===== config.mk =====
export PLATFORM = sky130hd
export DESIGN_NAME = hilo_div_unit_flat
export DESIGN_NICKNAME = d
export VERILOG_FILES = /design/src/rtl/hilo_div_unit_if.sv /design/src/rtl/hilo_div_unit.sv /design/src/flat_wrapper.sv
export SDC_FILE = /design/constraint.sdc
export NUM_CORES = 1
export LEC_CHECK = 0
export ABC_AREA = 1
export CAP_MARGIN = 20
export CORE_MARGIN = 2
export CORE_UTILIZATION = 55
export CTS_BUF_LIST = sky130_fd_sc_hd__clkbuf_8 sky130_fd_sc_hd__clkbuf_16
export DETAILED_ROUTE_END_ITERATION = 12
export HOLD_SLACK_MARGIN = 0.03
export PLACE_DENSITY_LB_ADDON = 0.25
export SLEW_MARGIN = 20
export SYNTH_ARGS = -nofsm -noshare
export SYNTH_HDL_FRONTEND = slang
export SYNTH_SLANG_ARGS = --single-unit
export TNS_END_PERCENT = 10

===== constraint.sdc =====
create_clock -name main_clock -period 2.2 [get_ports main_clock]
set_clock_uncertainty 0.1 [all_clocks]
set_input_delay 0.22 -clock main_clock [delete_from_list [all_inputs] [get_ports main_clock]]
set_output_delay 0.22 -clock main_clock [all_outputs]
set_load 0.05 [all_outputs]

===== src/rtl/hilo_div_unit_if.sv =====
// rtl/hilo_div_unit_if.sv - request/response bundle between decode control and the HI/LO divide unit
interface hilo_div_unit_if #(
  parameter int WIDTH = 32
);
  logic             start;
  logic             signed_op;
  logic [WIDTH-1:0] dividend;
  logic [WIDTH-1:0] divisor;
  logic             mt_hi;
  logic             mt_lo;
  logic             rd_sel;
  logic [WIDTH-1:0] rd_data;
  logic             stall;
  logic             done;
  logic             div_zero;

  modport master (
    output start, signed_op, dividend, divisor, mt_hi, mt_lo, rd_sel,
    input  rd_data, stall, done, div_zero
  );

  modport slave (
    input  start, signed_op, dividend, divisor, mt_hi, mt_lo, rd_sel,
    output rd_data, stall, done, div_zero
  );
endinterface


===== src/rtl/hilo_div_unit.sv =====
// rtl/hilo_div_unit.sv - multi-cycle restoring divider with HI/LO register pair and move ports
module hilo_div_unit #(
  parameter int WIDTH = 32,
  parameter int CNT_W = 6
) (
  input logic             main_clock,
  input logic             reset_n,
  hilo_div_unit_if.slave  bus
);

  typedef enum logic [1:0] {IDLE, CALC, FIX, DONE} state_t;

  state_t           state_q, state_d;
  logic [WIDTH-1:0] rem_q, rem_d;
  logic [WIDTH-1:0] quo_q, quo_d;
  logic [WIDTH-1:0] dvs_q, dvs_d;          // divisor magnitude
  logic [WIDTH-1:0] dvd_raw_q, dvd_raw_d;  // raw dividend, returned in HI on divide by zero
  logic [WIDTH-1:0] hi_q, hi_d;
  logic [WIDTH-1:0] lo_q, lo_d;
  logic [CNT_W-1:0] cnt_q, cnt_d;
  logic             qneg_q, qneg_d;        // quotient must be negated in FIX
  logic             rneg_q, rneg_d;        // remainder takes the dividend's sign
  logic             dz_q, dz_d;            // latched divisor == 0
  logic             div_zero_q, div_zero_d;

  logic             dvd_neg, dvs_neg;
  logic [WIDTH-1:0] dvd_mag, dvs_mag;
  logic [WIDTH:0]   trial_ext;
  logic [WIDTH+1:0] trial_diff;
  logic             mt_ok;
  logic             stall_o, done_o;

  // Sign/magnitude decode of the operands presented in the start cycle
  always_comb begin
    dvd_neg = bus.signed_op & bus.dividend[WIDTH-1];
    dvs_neg = bus.signed_op & bus.divisor[WIDTH-1];
    dvd_mag = dvd_neg ? -bus.dividend : bus.dividend;
    dvs_mag = dvs_neg ? -bus.divisor  : bus.divisor;
  end

  // One restoring step: shift {rem, quo} left and trial-subtract; borrow bit gives the sign
  always_comb begin
    trial_ext  = {rem_q, quo_q[WIDTH-1]};
    trial_diff = {1'b0, trial_ext} - {2'b00, dvs_q};
  end

  // Next-state, datapath updates and pipeline-facing outputs
  always_comb begin
    state_d    = state_q;
    rem_d      = rem_q;
    quo_d      = quo_q;
    dvs_d      = dvs_q;
    dvd_raw_d  = dvd_raw_q;
    hi_d       = hi_q;
    lo_d       = lo_q;
    cnt_d      = cnt_q;
    qneg_d     = qneg_q;
    rneg_d     = rneg_q;
    dz_d       = dz_q;
    div_zero_d = div_zero_q;
    mt_ok      = 1'b0;
    stall_o    = 1'b0;
    done_o     = 1'b0;

    case (state_q)
      IDLE: begin
        if (bus.start) begin
          state_d    = CALC;
          rem_d      = '0;
          quo_d      = dvd_mag;
          dvs_d      = dvs_mag;
          dvd_raw_d  = bus.dividend;
          qneg_d     = dvd_neg ^ dvs_neg;
          rneg_d     = dvd_neg;
          dz_d       = (bus.divisor == '0);
          cnt_d      = CNT_W'(WIDTH);
          div_zero_d = 1'b0;
          stall_o    = 1'b1;
        end else begin
          mt_ok = 1'b1;
        end
      end

      CALC: begin
        stall_o = 1'b1;
        if (!trial_diff[WIDTH+1]) begin
          rem_d = trial_diff[WIDTH-1:0];
          quo_d = {quo_q[WIDTH-2:0], 1'b1};
        end else begin
          rem_d = trial_ext[WIDTH-1:0];
          quo_d = {quo_q[WIDTH-2:0], 1'b0};
        end
        cnt_d = cnt_q - CNT_W'(1);
        if (cnt_q == CNT_W'(1)) begin
          state_d = FIX;
        end
      end

      FIX: begin
        stall_o    = 1'b1;
        lo_d       = dz_q ? '1        : (qneg_q ? -quo_q : quo_q);
        hi_d       = dz_q ? dvd_raw_q : (rneg_q ? -rem_q : rem_q);
        div_zero_d = dz_q;
        state_d    = DONE;
      end

      DONE: begin
        done_o  = 1'b1;
        state_d = IDLE;
        mt_ok   = !bus.start;
      end

      default: state_d = IDLE;
    endcase

    // Moves only land when no divide is being started or running
    if (mt_ok) begin
      if (bus.mt_hi) hi_d = bus.dividend;
      if (bus.mt_lo) lo_d = bus.dividend;
    end
  end

  assign bus.stall    = stall_o;
  assign bus.done     = done_o;
  assign bus.div_zero = div_zero_q;
  assign bus.rd_data  = bus.rd_sel ? hi_q : lo_q;

  // State and datapath registers; reset discards any division in flight
  always_ff @(posedge main_clock or negedge reset_n) begin
    if (!reset_n) begin
      state_q    <= IDLE;
      rem_q      <= '0;
      quo_q      <= '0;
      dvs_q      <= '0;
      dvd_raw_q  <= '0;
      hi_q       <= '0;
      lo_q       <= '0;
      cnt_q      <= '0;
      qneg_q     <= 1'b0;
      rneg_q     <= 1'b0;
      dz_q       <= 1'b0;
      div_zero_q <= 1'b0;
    end else begin
      state_q    <= state_d;
      rem_q      <= rem_d;
      quo_q      <= quo_d;
      dvs_q      <= dvs_d;
      dvd_raw_q  <= dvd_raw_d;
      hi_q       <= hi_d;
      lo_q       <= lo_d;
      cnt_q      <= cnt_d;
      qneg_q     <= qneg_d;
      rneg_q     <= rneg_d;
      dz_q       <= dz_d;
      div_zero_q <= div_zero_d;
    end
  end

endmodule

===== src/flat_wrapper.sv =====
// flat-port wrapper written by rule: the top's interface ports become plain ports
module hilo_div_unit_flat 
#(
  parameter int WIDTH = 32,
  parameter int CNT_W = 6
)
  (main_clock, reset_n, bus_start, bus_signed_op, bus_dividend, bus_divisor, bus_mt_hi, bus_mt_lo, bus_rd_sel, bus_rd_data, bus_stall, bus_done, bus_div_zero);
  hilo_div_unit_if #(.WIDTH(WIDTH)) bus_i ();
  input logic main_clock;
  input logic reset_n;
  input wire logic [$bits(bus_i.start)-1:0] bus_start;
  input wire logic [$bits(bus_i.signed_op)-1:0] bus_signed_op;
  input wire logic [$bits(bus_i.dividend)-1:0] bus_dividend;
  input wire logic [$bits(bus_i.divisor)-1:0] bus_divisor;
  input wire logic [$bits(bus_i.mt_hi)-1:0] bus_mt_hi;
  input wire logic [$bits(bus_i.mt_lo)-1:0] bus_mt_lo;
  input wire logic [$bits(bus_i.rd_sel)-1:0] bus_rd_sel;
  output wire logic [$bits(bus_i.rd_data)-1:0] bus_rd_data;
  output wire logic [$bits(bus_i.stall)-1:0] bus_stall;
  output wire logic [$bits(bus_i.done)-1:0] bus_done;
  output wire logic [$bits(bus_i.div_zero)-1:0] bus_div_zero;
  assign bus_i.start = bus_start;
  assign bus_i.signed_op = bus_signed_op;
  assign bus_i.dividend = bus_dividend;
  assign bus_i.divisor = bus_divisor;
  assign bus_i.mt_hi = bus_mt_hi;
  assign bus_i.mt_lo = bus_mt_lo;
  assign bus_i.rd_sel = bus_rd_sel;
  assign bus_rd_data = bus_i.rd_data;
  assign bus_stall = bus_i.stall;
  assign bus_done = bus_i.done;
  assign bus_div_zero = bus_i.div_zero;
  hilo_div_unit #(.WIDTH(WIDTH), .CNT_W(CNT_W)) u_core (.main_clock(main_clock), .reset_n(reset_n), .bus(bus_i));
endmodule

Fig. 1: run 1, PDN straps and rails
Scale: 3 px per um. Pins as bars on the die edge. Tap cells in grey.
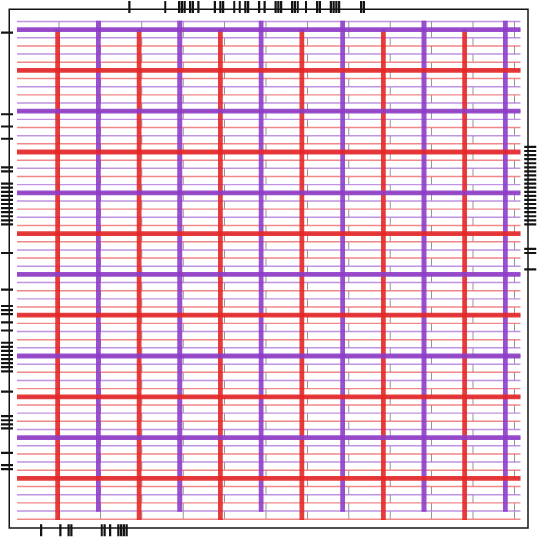
net	colour
VSS	red
VDD	purple
met5 straps	12
met4 straps	12
rows	61
signal pins	106
met1 rails	62
VDD IR max: 1.51 mV
Die Width: 172 um
core box area: 0.0279 mm2

Fig. 2: run 1, cells coloured by class
Scale: 3 px per um. Fill, decap, tap and diode cells in grey.
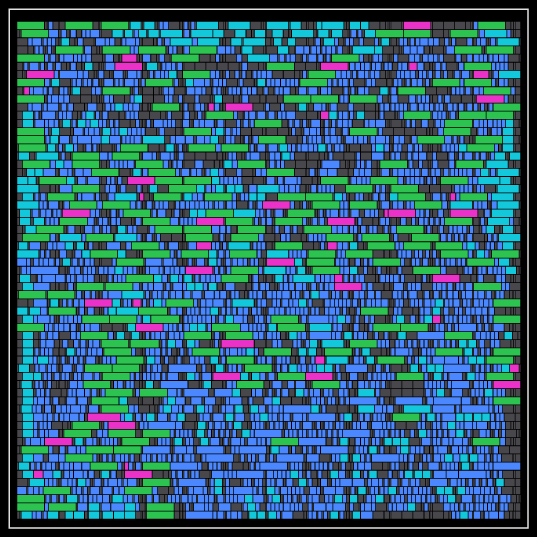
class	colour	cells	share of their area
clock drivers and dummy loads	magenta	45	4.1%
other buffers and delay cells	cyan	345	17%
flops	green	204	25%
all other logic	blue	2162	54%

Fig. 3: run 1, routed clock nets over the placement
Scale: 2 px per um.
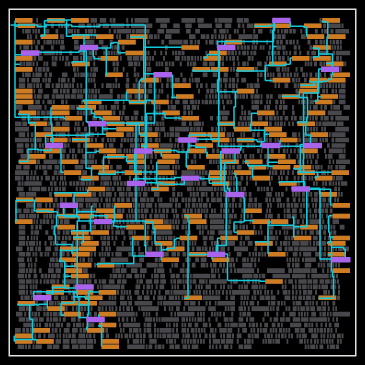
[cells driving clock nets] purple | count: 25
[flip-flops] orange | count: 204
[clock wires] cyan | length: 3010 um
flops lie	all over the die

==> impl_table.tex, run 1 <==
% Synthesis and place-and-route results
\begin{tabular}{lr}
\hline
Metric & Value \\
\hline
\multicolumn{2}{l}{\textbf{Final layout}} \\
\quad Buffer count excluding the clock tree in the final layout & $\sim$350 \\
\quad Non-clock inverters & about 350 \\
\quad Finished Cell Area & 0.0207 mm2 \\
\quad Comb\_multi\_in & about 1800 \\
\quad Proportion of layout cells with a drive suffix above 1 & 0.189 \\
\quad Sequential cell area & about 0.0051 mm2 \\
\quad Top cell excl fill/tap & sky130\_fd\_sc\_hd\_\_nand2\_1 \\
\quad Signal buf overhead & 0.163 \\
\multicolumn{2}{l}{\textbf{Global route}} \\
\quad Tot GR Track Use & 0.383 \\
\quad Most used routing layer in global routing & met2 \\
\quad Final global-route overflow total & 0 \\
\quad Global Route met1 Usage & 0.548 \\
\quad Largest net degree at the start of global routing & 59 \\
\quad Number of antenna violations at the first check in global routing & 0 \\
\multicolumn{2}{l}{\textbf{Drt}} \\
\quad Met3 wire length & 5510 um \\
\quad Via density & 5.75 \\
\quad Total wirelength of the detailed-routed design & about 58000 um \\
\quad Number of iterations in the first detailed-routing pass & 6 \\
\multicolumn{2}{l}{\textbf{Timing}} \\
\quad Top achievable clock speed & 0.447 GHz \\
\quad Total of endpoints with negative setup slack in the final report & 8 \\
\quad Final Worst Setup Slack & -38.5 ps \\
\quad Setup repair after global routing missed its margin & yes \\
\quad Rel. slew slack & 0.576 \\
\quad Fraction of the cycle the final worst path needs & 1.02 \\
\multicolumn{2}{l}{\textbf{Critical path}} \\
\quad Critical path endpoint category & register \\
\quad Critical path capture point & u\_core.rem\_q[25] \\
\quad Beginning of the critical path & u\_core.dvs\_q[27] \\
\quad Worst setup path category & register to register \\
\quad Crit path max fanout & 8 \\
\quad Crit path launch type & register \\
\multicolumn{2}{l}{\textbf{Synthesis}} \\
\quad Top cells by count & 733 x sky130\_fd\_sc\_hd\_\_nand2\_1, 341 x sky130\_fd\_sc\_hd\_\_inv\_1, 275 x sky130\_fd\_sc\_hd\_\_nor2\_1 \\
\quad Count of mapped cells out of synthesis & between 2000 and 2500 \\
\quad Count of yosys warnings during synthesis & 0 \\
\quad Dominant non-sequential cell family after synthesis & simple AND/OR/NAND/NOR gates \\
\quad Cell type with the largest total area & sky130\_fd\_sc\_hd\_\_dfrtp\_1 \\
\quad Cell area after technology mapping & approximately 0.016 mm2 \\
\quad Area fraction in compound gates after synthesis & 0.137 \\
\quad Post-synth tally of flip-flops with integrated enable & 0 \\
\quad Post-synthesis simple-gate area fraction & 0.354 \\
\multicolumn{2}{l}{\textbf{Clock network}} \\
\quad Later-pin clock latency in the skew report & approximately 540 ps \\
\quad Number of sinks on the clock net & about 200 \\
\quad Setup fix buffers added after clock tree synthesis & 0 \\
\quad Number of buffers inserted for hold repair after clock tree synthesis & 1 \\
\quad CTS tree & done \\
\quad Number of buffers on the longest clock path & 3 \\
\quad H-tree levels & 1 \\
\multicolumn{2}{l}{\textbf{Pwr}} \\
\quad Static leakage & roughly 11 nW \\
\quad Overall power & $\sim$0.038 W \\
\multicolumn{2}{l}{\textbf{Floorplanning}} \\
\quad Tap cell count & 378 \\
\quad Initial cell density of the core & 0.560 \\
\multicolumn{2}{l}{\textbf{Placement}} \\
\quad Number of port buffers & approximately 110 \\
\multicolumn{2}{l}{\textbf{Outcome}} \\
\quad Violations in the final reports & setup timing \\
\quad Result of the run & finished, violations left \\
\multicolumn{2}{l}{\textbf{Job}} \\
\quad Max-capacitance violation count & 0 \\
\multicolumn{2}{l}{\textbf{Min path}} \\
\quad Tightest Hold Check Type & input pin to asynchronous set/reset pin \\
\hline
\end{tabular}
==> run 1: where the power goes <==
group | internal, W | switching, W
registers | 0.00564 | 0.00139
clock network | 0.00242 | 0.00177
logic | 0.0110 | 0.0160
==> run 1: per-stage QoR <==
| step | util | hold slack (ps) | setup slack [ps] | std cells |
|---|---|---|---|---|
| finish | 0.743 | 129 | -38.5 | 3134 |
| global route | 0.743 | 195 | -96.5 | 3134 |
| CTS | 0.713 | 165 | -32.6 | 3117 |
| detailed placement | 0.679 | 157 | -205 | 3071 |
| global placement | 0.679 | 142 | -166 | 3071 |
| floorplan | - | -176 | 125 | 2453 |
==> run 1: cells by family (layout without fill, tap and decap cells) <==
logic type	Yosys count	after routing
simple gates	1323	1323
mux	5	5
flops	204	204
xor+xnor	62	62
compound gates	379	379
buf+inv	437	740
fa+ha+maj	43	43
--- run 2 (diff from run 1) ---
--- a/config.mk
+++ b/config.mk
@@ -7,7 +7,6 @@
 export LEC_CHECK = 0
 export ABC_AREA = 1
 export CAP_MARGIN = 20
-export CORE_MARGIN = 2
 export CORE_UTILIZATION = 55
 export CTS_BUF_LIST = sky130_fd_sc_hd__clkbuf_8 sky130_fd_sc_hd__clkbuf_16
 export DETAILED_ROUTE_END_ITERATION = 12
Fig. 4: run 2, PDN straps and rails
Scale: 3 px per um. Pins as bars on the die edge. Tap cells in grey.
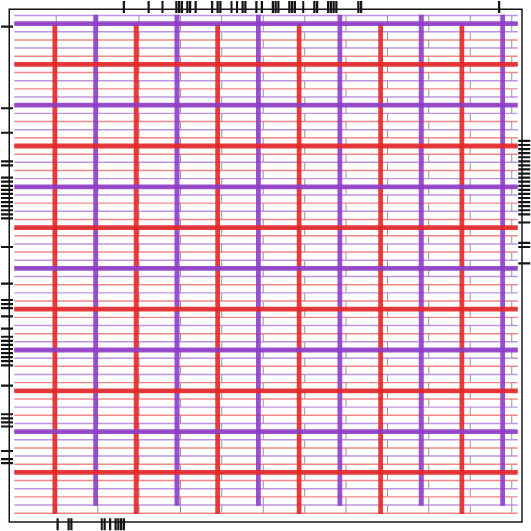
net	colour
VSS	red
VDD	purple
tap cells	378
met1 rails	62

Fig. 5: run 2, routed clock nets over the placement
Scale: 2 px per um.
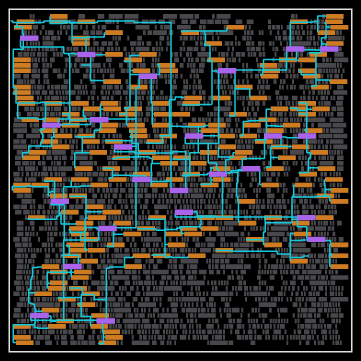
[flip-flops] orange | count: 204
[clock wires] cyan | length: 2920 um
[cells driving clock nets] purple | count: 24
flops lie	all over the die

Fig. 6: run 2, track usage over the die
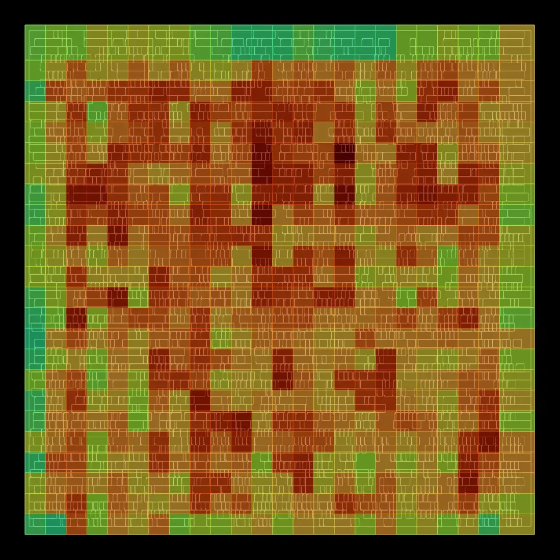
most used routing layer in global routing: met2
mean routed wirelength per cell: 18.7 um

==> impl_table.tex, run 2 <==
% Synthesis and place-and-route results
\begin{tabular}{lr}
\hline
Metric & Value \\
\hline
\multicolumn{2}{l}{\textbf{Outcome}} \\
\quad Result of the run & finished, violations left (unchanged) \\
\quad Violations in the final reports & setup timing (unchanged) \\
\multicolumn{2}{l}{\textbf{Critical path}} \\
\quad Beginning of the critical path & u\_core.dvs\_q[28] (was u\_core.dvs\_q[27]) \\
\quad Worst setup path category & register to register (unchanged) \\
\quad Crit path launch type & register (unchanged) \\
\quad Critical path capture point & u\_core.rem\_q[27] (was u\_core.rem\_q[25]) \\
\multicolumn{2}{l}{\textbf{Timing}} \\
\quad Final Worst Setup Slack & -7.51 ps (was -38.5 ps) \\
\quad Hold Worst Slack & 147 ps (was 129 ps) \\
\quad Rel. slew slack & 0.575 (was 0.576) \\
\quad Fraction of the cycle the final worst path needs & 1.00 (was 1.02) \\
\quad Top achievable clock speed & 0.453 GHz (was 0.447 GHz) \\
\quad Total of endpoints with negative setup slack in the final report & 2 (was 8) \\
\multicolumn{2}{l}{\textbf{Final layout}} \\
\quad Proportion of layout cells with a drive suffix above 1 & 0.193 (was 0.189) \\
\quad Finished Cell Area & 0.0208 mm2 (was 0.0207 mm2) \\
\quad Non-clock inverters & 350 (unchanged) \\
\quad Signal buf overhead & 0.164 (was 0.163) \\
\multicolumn{2}{l}{\textbf{Global route}} \\
\quad Wire length of the first global-routing pass & 89100 um (was 87900 um) \\
\quad Largest net degree at the start of global routing & 57 (was 59) \\
\quad Number of antenna violations at the first check in global routing & 0 (unchanged) \\
\quad Final global-route overflow total & 0 (unchanged) \\
\quad Global Route met1 Usage & 0.553 (was 0.548) \\
\multicolumn{2}{l}{\textbf{Drt}} \\
\quad Total wirelength of the detailed-routed design & 58600 um (was 57900 um) \\
\quad Via density & 5.76 (was 5.75) \\
\quad Number of iterations in the first detailed-routing pass & 6 (unchanged) \\
\quad Met3 wire length & 5430 um (was 5510 um) \\
\multicolumn{2}{l}{\textbf{Synthesis}} \\
\quad Post-synth tally of flip-flops with integrated enable & 0 (unchanged) \\
\quad Share of synthesized cell area in full adder, half adder and majority cells & 0.0350 (unchanged) \\
\quad Post-synthesis simple-gate area fraction & 0.354 (unchanged) \\
\quad Dominant non-sequential cell family after synthesis & simple AND/OR/NAND/NOR gates (unchanged) \\
\quad Cell type with the largest total area & sky130\_fd\_sc\_hd\_\_dfrtp\_1 (unchanged) \\
\quad Top cells by count & 733 x sky130\_fd\_sc\_hd\_\_nand2\_1, 341 x sky130\_fd\_sc\_hd\_\_inv\_1, 275 x sky130\_fd\_sc\_hd\_\_nor2\_1 (unchanged) \\
\quad Count of mapped cells out of synthesis & 2453 (unchanged) \\
\quad Area fraction in compound gates after synthesis & 0.137 (unchanged) \\
\multicolumn{2}{l}{\textbf{Pwr}} \\
\quad Overall power & 0.0389 W (was 0.0382 W) \\
\quad VDD IR max & 1.29 mV (was 1.51 mV) \\
\quad Static leakage & 10.6 nW (was 10.5 nW) \\
\multicolumn{2}{l}{\textbf{Clock network}} \\
\quad H-tree levels & 1 (unchanged) \\
\quad Number of buffers on the longest clock path & 3 (unchanged) \\
\quad Number of sinks on the clock net & 204 (unchanged) \\
\quad Later-pin clock latency in the skew report & 540 ps (about the same) \\
\quad CTS tree & done (unchanged) \\
\multicolumn{2}{l}{\textbf{Job}} \\
\quad Max-capacitance violation count & 0 (unchanged) \\
\multicolumn{2}{l}{\textbf{Floorplanning}} \\
\quad Die Width & 170 um (was 172 um) \\
\quad Initial cell density of the core & 0.560 (unchanged) \\
\quad Tap cell count & 378 (unchanged) \\
\quad Core box area & 0.0279 mm2 (unchanged) \\
\multicolumn{2}{l}{\textbf{Placement}} \\
\quad Final weighted congestion in routability-driven placement & 0.959 (was 0.993) \\
\quad Post-Place Worst Slack & -264 ps (was -205 ps) \\
\multicolumn{2}{l}{\textbf{Min path}} \\
\quad Tightest Hold Check Type & input pin to asynchronous set/reset pin (unchanged) \\
\hline
\end{tabular}
run 2: what timing repair did:
action / in CTS / in global routing
endpoints found under the hold margin: 204 / 0
gates cloned: 0 / 2
buffers inserted: 0 / 16
pin swaps: 1 / 36
endpoints found under the setup margin: 35 / 71
hold buffers: 1 / 0
gates resized: 32 / 177
run 2: metrics by stage:
| step | TNS (ps) | cells |
|---|---|---|
| 4_1_cts | -14.6 | 3112 |
| 2_1_floorplan | 0 | 2453 |
| 5_1_grt | -732 | 3130 |
| 6_report | -9.11 | 3130 |
| 3_5_place_dp | -2990 | 3069 |
| 3_3_place_gp | -1950 | 3069 |
run 2: power breakdown:
group	switching, W	total (W)	internal [W]	leakage (nW)
clock network	0.00169	0.00442	0.00273	0.441
registers	0.00137	0.00701	0.00564	2.52
logic	0.0163	0.0275	0.0112	7.64
--- run 3 (diff from run 2) ---
--- a/config.mk
+++ b/config.mk
@@ -7,9 +7,11 @@
 export LEC_CHECK = 0
 export ABC_AREA = 1
 export CAP_MARGIN = 20
+export CORE_ASPECT_RATIO = 2
 export CORE_UTILIZATION = 55
 export CTS_BUF_LIST = sky130_fd_sc_hd__clkbuf_8 sky130_fd_sc_hd__clkbuf_16
 export DETAILED_ROUTE_END_ITERATION = 12
+export GPL_TIMING_DRIVEN = 0
 export HOLD_SLACK_MARGIN = 0.03
 export PLACE_DENSITY_LB_ADDON = 0.25
 export SLEW_MARGIN = 20
Fig. 7: run 3, cells coloured by class
Scale: 2 px per um. Fill, decap, tap and diode cells in grey.
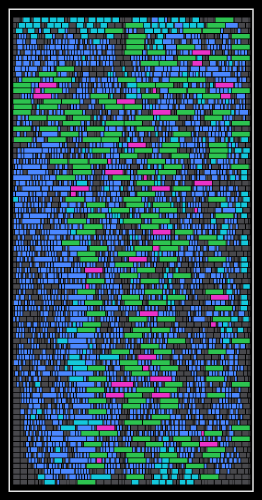
class	colour	cells	share of their area
other buffers and delay cells	cyan	220	9.8%
all other logic	blue	2163	59%
flops	green	204	27%
clock drivers and dummy loads	magenta	37	3.7%
row count: 86
final core occ: 0.687
core box area: 0.0278 mm2
fraction of area in registers: 0.268

Fig. 8: run 3, track usage over the die
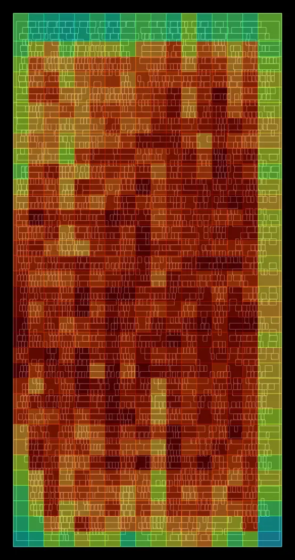
mean routed wirelength per cell: 21.6 um
Global Route met2 Usage: 0.771
Global Route met1 Usage: 0.406

Fig. 9: run 3, PDN straps and rails
Scale: 2 px per um. Pins as bars on the die edge. Tap cells in grey.
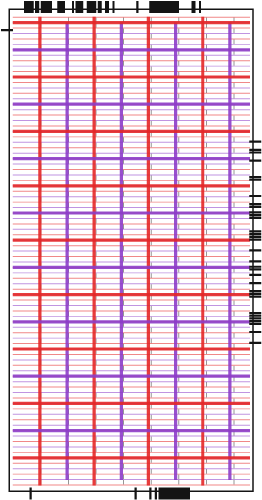
net	colour
VDD	purple
VSS	red
met1 rails	87
signal pins	106

==> impl_table.tex, run 3 <==
% Synthesis and place-and-route results
\begin{tabular}{lr}
\hline
Metric & Value \\
\hline
\multicolumn{2}{l}{\textbf{Pwr}} \\
\quad Ratio of total power to cell area & 1860 mW/mm2 (was 1870 mW/mm2) \\
\quad Combinational fraction of design power & 0.691 (was 0.706) \\
\quad Fraction of power spent switching nets & 0.540 (was 0.497) \\
\quad VDD IR max & 1.44 mV (was 1.29 mV) \\
\quad Seq pwr & 0.00724 W (was 0.00701 W) \\
\quad Relative contribution of the clock network to total power & 0.105 (was 0.114) \\
\quad Sequential share of power & 0.204 (was 0.180) \\
\quad Max power group & combinational cells (unchanged) \\
\quad Internal power consumption & 0.0163 W (was 0.0196 W) \\
\quad Static leakage & 9.61 nW (was 10.6 nW) \\
\quad Net load switching power & 0.0192 W (was 0.0194 W) \\
\quad Clk power & 0.00372 W (was 0.00442 W) \\
\quad Combinational power & 0.0245 W (was 0.0275 W) \\
\multicolumn{2}{l}{\textbf{Global route}} \\
\quad Number of antenna violations at the first check in global routing & 2 (was 0) \\
\quad Tot GR Track Use & 0.441 (was 0.398) \\
\quad Largest net degree at the start of global routing & 99 (was 57) \\
\quad Wire length of the first global-routing pass & 94400 um (was 89100 um) \\
\quad Final global-route overflow total & 0 (unchanged) \\
\quad Most used routing layer in global routing & met2 (unchanged) \\
\multicolumn{2}{l}{\textbf{Clock network}} \\
\quad Number of buffers on the longest clock path & 3 (unchanged) \\
\quad Setup fix buffers added after clock tree synthesis & 13 (was 0) \\
\quad Number of buffers inserted for hold repair after clock tree synthesis & 1 (unchanged) \\
\quad Later-pin clock latency in the skew report & 520 ps (was 540 ps) \\
\quad CTS tree & done (unchanged) \\
\quad H-tree levels & 1 (unchanged) \\
\quad Resize count post-CTS & 187 (was 32) \\
\quad Number of sinks on the clock net & 204 (unchanged) \\
\multicolumn{2}{l}{\textbf{Final layout}} \\
\quad Antenna diode count & 0 (unchanged) \\
\quad Number of standard cells in the layout, taps in and fillers out & 2976 (was 3130) \\
\quad Most numerous logic cells after layout & 700 x sky130\_fd\_sc\_hd\_\_nand2\_1, 312 x sky130\_fd\_sc\_hd\_\_inv\_1, 258 x sky130\_fd\_sc\_hd\_\_nor2\_1 (was 687 x sky130\_fd\_sc\_hd\_\_nand2\_1, 307 x sky130\_fd\_sc\_hd\_\_inv\_1, 248 x sky130\_fd\_sc\_hd\_\_nor2\_1) \\
\quad Proportion of layout cells with a drive suffix above 1 & 0.122 (was 0.193) \\
\quad Top cell excl fill/tap & sky130\_fd\_sc\_hd\_\_nand2\_1 (unchanged) \\
\quad Filler cell count & 2499 (was 2198) \\
\multicolumn{2}{l}{\textbf{Drt}} \\
\quad Total wirelength of the detailed-routed design & 64200 um (was 58600 um) \\
\quad Highest routed metal layer & met5 (was met4) \\
\quad Initial drt markers & 1427 (was 2162) \\
\quad Count of antenna-violating nets left after detailed routing & 0 (unchanged) \\
\quad Via density & 5.89 (was 5.76) \\
\quad Number of iterations in the first detailed-routing pass & 8 (was 6) \\
\quad Met3 wire length & 3960 um (was 5430 um) \\
\multicolumn{2}{l}{\textbf{Synthesis}} \\
\quad Cell type with the largest total area & sky130\_fd\_sc\_hd\_\_dfrtp\_1 (unchanged) \\
\quad Post-synthesis simple-gate area fraction & 0.354 (unchanged) \\
\quad Count of mapped cells out of synthesis & 2453 (unchanged) \\
\quad Share of synthesized cell area in full adder, half adder and majority cells & 0.0350 (unchanged) \\
\quad Top cells by count & 733 x sky130\_fd\_sc\_hd\_\_nand2\_1, 341 x sky130\_fd\_sc\_hd\_\_inv\_1, 275 x sky130\_fd\_sc\_hd\_\_nor2\_1 (unchanged) \\
\quad Dominant non-sequential cell family after synthesis & simple AND/OR/NAND/NOR gates (unchanged) \\
\quad MUX share of area & 0.00361 (unchanged) \\
\quad Cell area after technology mapping & 0.0156 mm2 (unchanged) \\
\quad Post-synth tally of flip-flops with integrated enable & 0 (unchanged) \\
\quad Xor+xnor area frac & 0.0348 (unchanged) \\
\quad Share of Yosys cell area claimed by the top area cell type & 0.327 (unchanged) \\
\quad Area fraction in compound gates after synthesis & 0.137 (unchanged) \\
\quad Flip-flop cell with the highest count after synthesis & sky130\_fd\_sc\_hd\_\_dfrtp\_1 (unchanged) \\
\quad Yosys Instances & 2453 (unchanged) \\
\quad Count of yosys warnings during synthesis & 0 (unchanged) \\
\multicolumn{2}{l}{\textbf{Min path}} \\
\quad Tightest Hold Check Type & input pin to asynchronous set/reset pin (unchanged) \\
\multicolumn{2}{l}{\textbf{Timing}} \\
\quad Hold Worst Slack & 40.7 ps (was 147 ps) \\
\quad Rel. slew slack & 0.450 (was 0.575) \\
\quad Count of final max-slew check failures & 0 (unchanged) \\
\quad Setup TNS & -4730 ps (was -9.11 ps) \\
\quad Top achievable clock speed & 0.415 GHz (was 0.453 GHz) \\
\quad Setup repair after global routing missed its margin & yes (unchanged) \\
\quad Total of endpoints with negative setup slack in the final report & 39 (was 2) \\
\quad Fraction of the cycle the final worst path needs & 1.09 (was 1.00) \\
\quad Final Worst Setup Slack & -207 ps (was -7.51 ps) \\
\multicolumn{2}{l}{\textbf{Critical path}} \\
\quad Cell type of the slowest stage on the worst timing path & sky130\_fd\_sc\_hd\_\_dfrtp\_1 (unchanged) \\
\quad Worst setup path category & register to output pin (was register to register) \\
\quad Beginning of the critical path & u\_core.state\_q[0] (was u\_core.dvs\_q[28]) \\
\quad Cell chain of the critical path & inv\_2, ha\_4, nand2\_4, buf\_8, clkbuf\_8, a21oi\_2, buf\_6 (was inv\_2, ha\_4, a21oi\_2, inv\_1, o21ai\_2, nand3\_2, nor2\_8, nand2\_8, nand2\_4, buf\_12, nand2\_1, nand2\_1, nand2\_1) \\
\quad R2R setup slack & -190 ps (was -8 ps) \\
\quad Instance count on the critical path & 7 (was 13) \\
\quad RR Startpoint & u\_core.dvs\_q[24] (was u\_core.dvs\_q[28]) \\
\quad Critical path endpoint category & output pin (was register) \\
\quad Critical path capture point & bus\_stall (was u\_core.rem\_q[27]) \\
\quad Reg2reg path depth & 14 (was 13) \\
\quad Sum of buffers and inverters on the critical path & 4 (was 3) \\
\quad Crit path max fanout & 10 (was 8) \\
\quad Crit path launch type & register (unchanged) \\
\multicolumn{2}{l}{\textbf{Outcome}} \\
\quad Result of the run & finished, violations left (unchanged) \\
\quad Violations in the final reports & setup timing (unchanged) \\
\multicolumn{2}{l}{\textbf{Placement}} \\
\quad Final weighted congestion in routability-driven placement & 1.07 (was 0.959) \\
\quad Number of cells after detailed placement & 2911 (was 3069) \\
\quad Number of port buffers & 104 (was 105) \\
\quad Half-perimeter wire length of the detailed placement result & 49400 um (was 42800 um) \\
\quad Post-Place Worst Slack & -1230 ps (was -264 ps) \\
\multicolumn{2}{l}{\textbf{Floorplanning}} \\
\quad Vertical die dimension & 240 um (was 170 um) \\
\quad Initial cell density of the core & 0.562 (was 0.560) \\
\quad Die Width & 121 um (was 170 um) \\
\quad Area of the die & 0.0291 mm2 (about the same) \\
\multicolumn{2}{l}{\textbf{Job}} \\
\quad Max-capacitance violation count & 0 (unchanged) \\
\hline
\end{tabular}
## run 3: per-stage QoR
| step | total power, W | cell area [um2] |
|---|---|---|
| CTS | 0.0332 | 18600 |
| detailed placement | 0.0276 | 17200 |
| floorplan | 0.0212 | 15600 |
| global route | 0.0377 | 19100 |
| finish | 0.0355 | 19100 |
| global placement | 0.0272 | 17100 |
## run 3: area by class of cell
| class | count | area (um2) | area share |
|---|---|---|---|
| multi-input combinational | 1813 | 9650 | 0.506 |
| sequential | 204 | 5120 | 0.268 |
| timing repair buffer | 133 | 1350 | 0.0706 |
| inverter | 350 | 1330 | 0.0700 |
| clock buffer | 23 | 553 | 0.0290 |
| buffer | 87 | 482 | 0.0253 |
| tap | 352 | 440 | 0.0231 |
| clock inverter | 14 | 136 | 0.00716 |

==> gallery <==
Signal wires by layer.
panel A
Scale: 2 px per um.
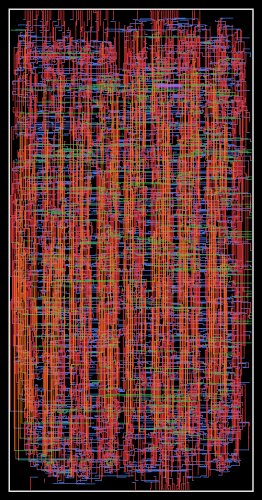
panel B
Scale: 3 px per um.
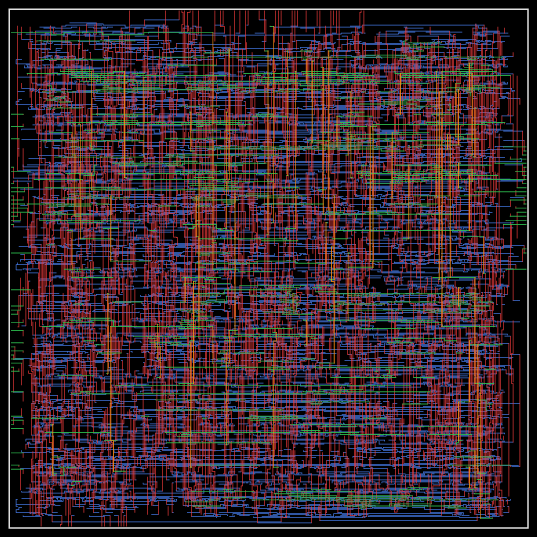
For run 3, see panel A.
For run 1, see panel B.

Key to panel A:
layer	colour	wire length
met5	purple	11.0 um
met2	red	32.2 mm
met1	blue	19800 um
met4	orange	8190 um
met3	green	3960 um

No activity file was given, so power comes from the tool's default toggle rates.
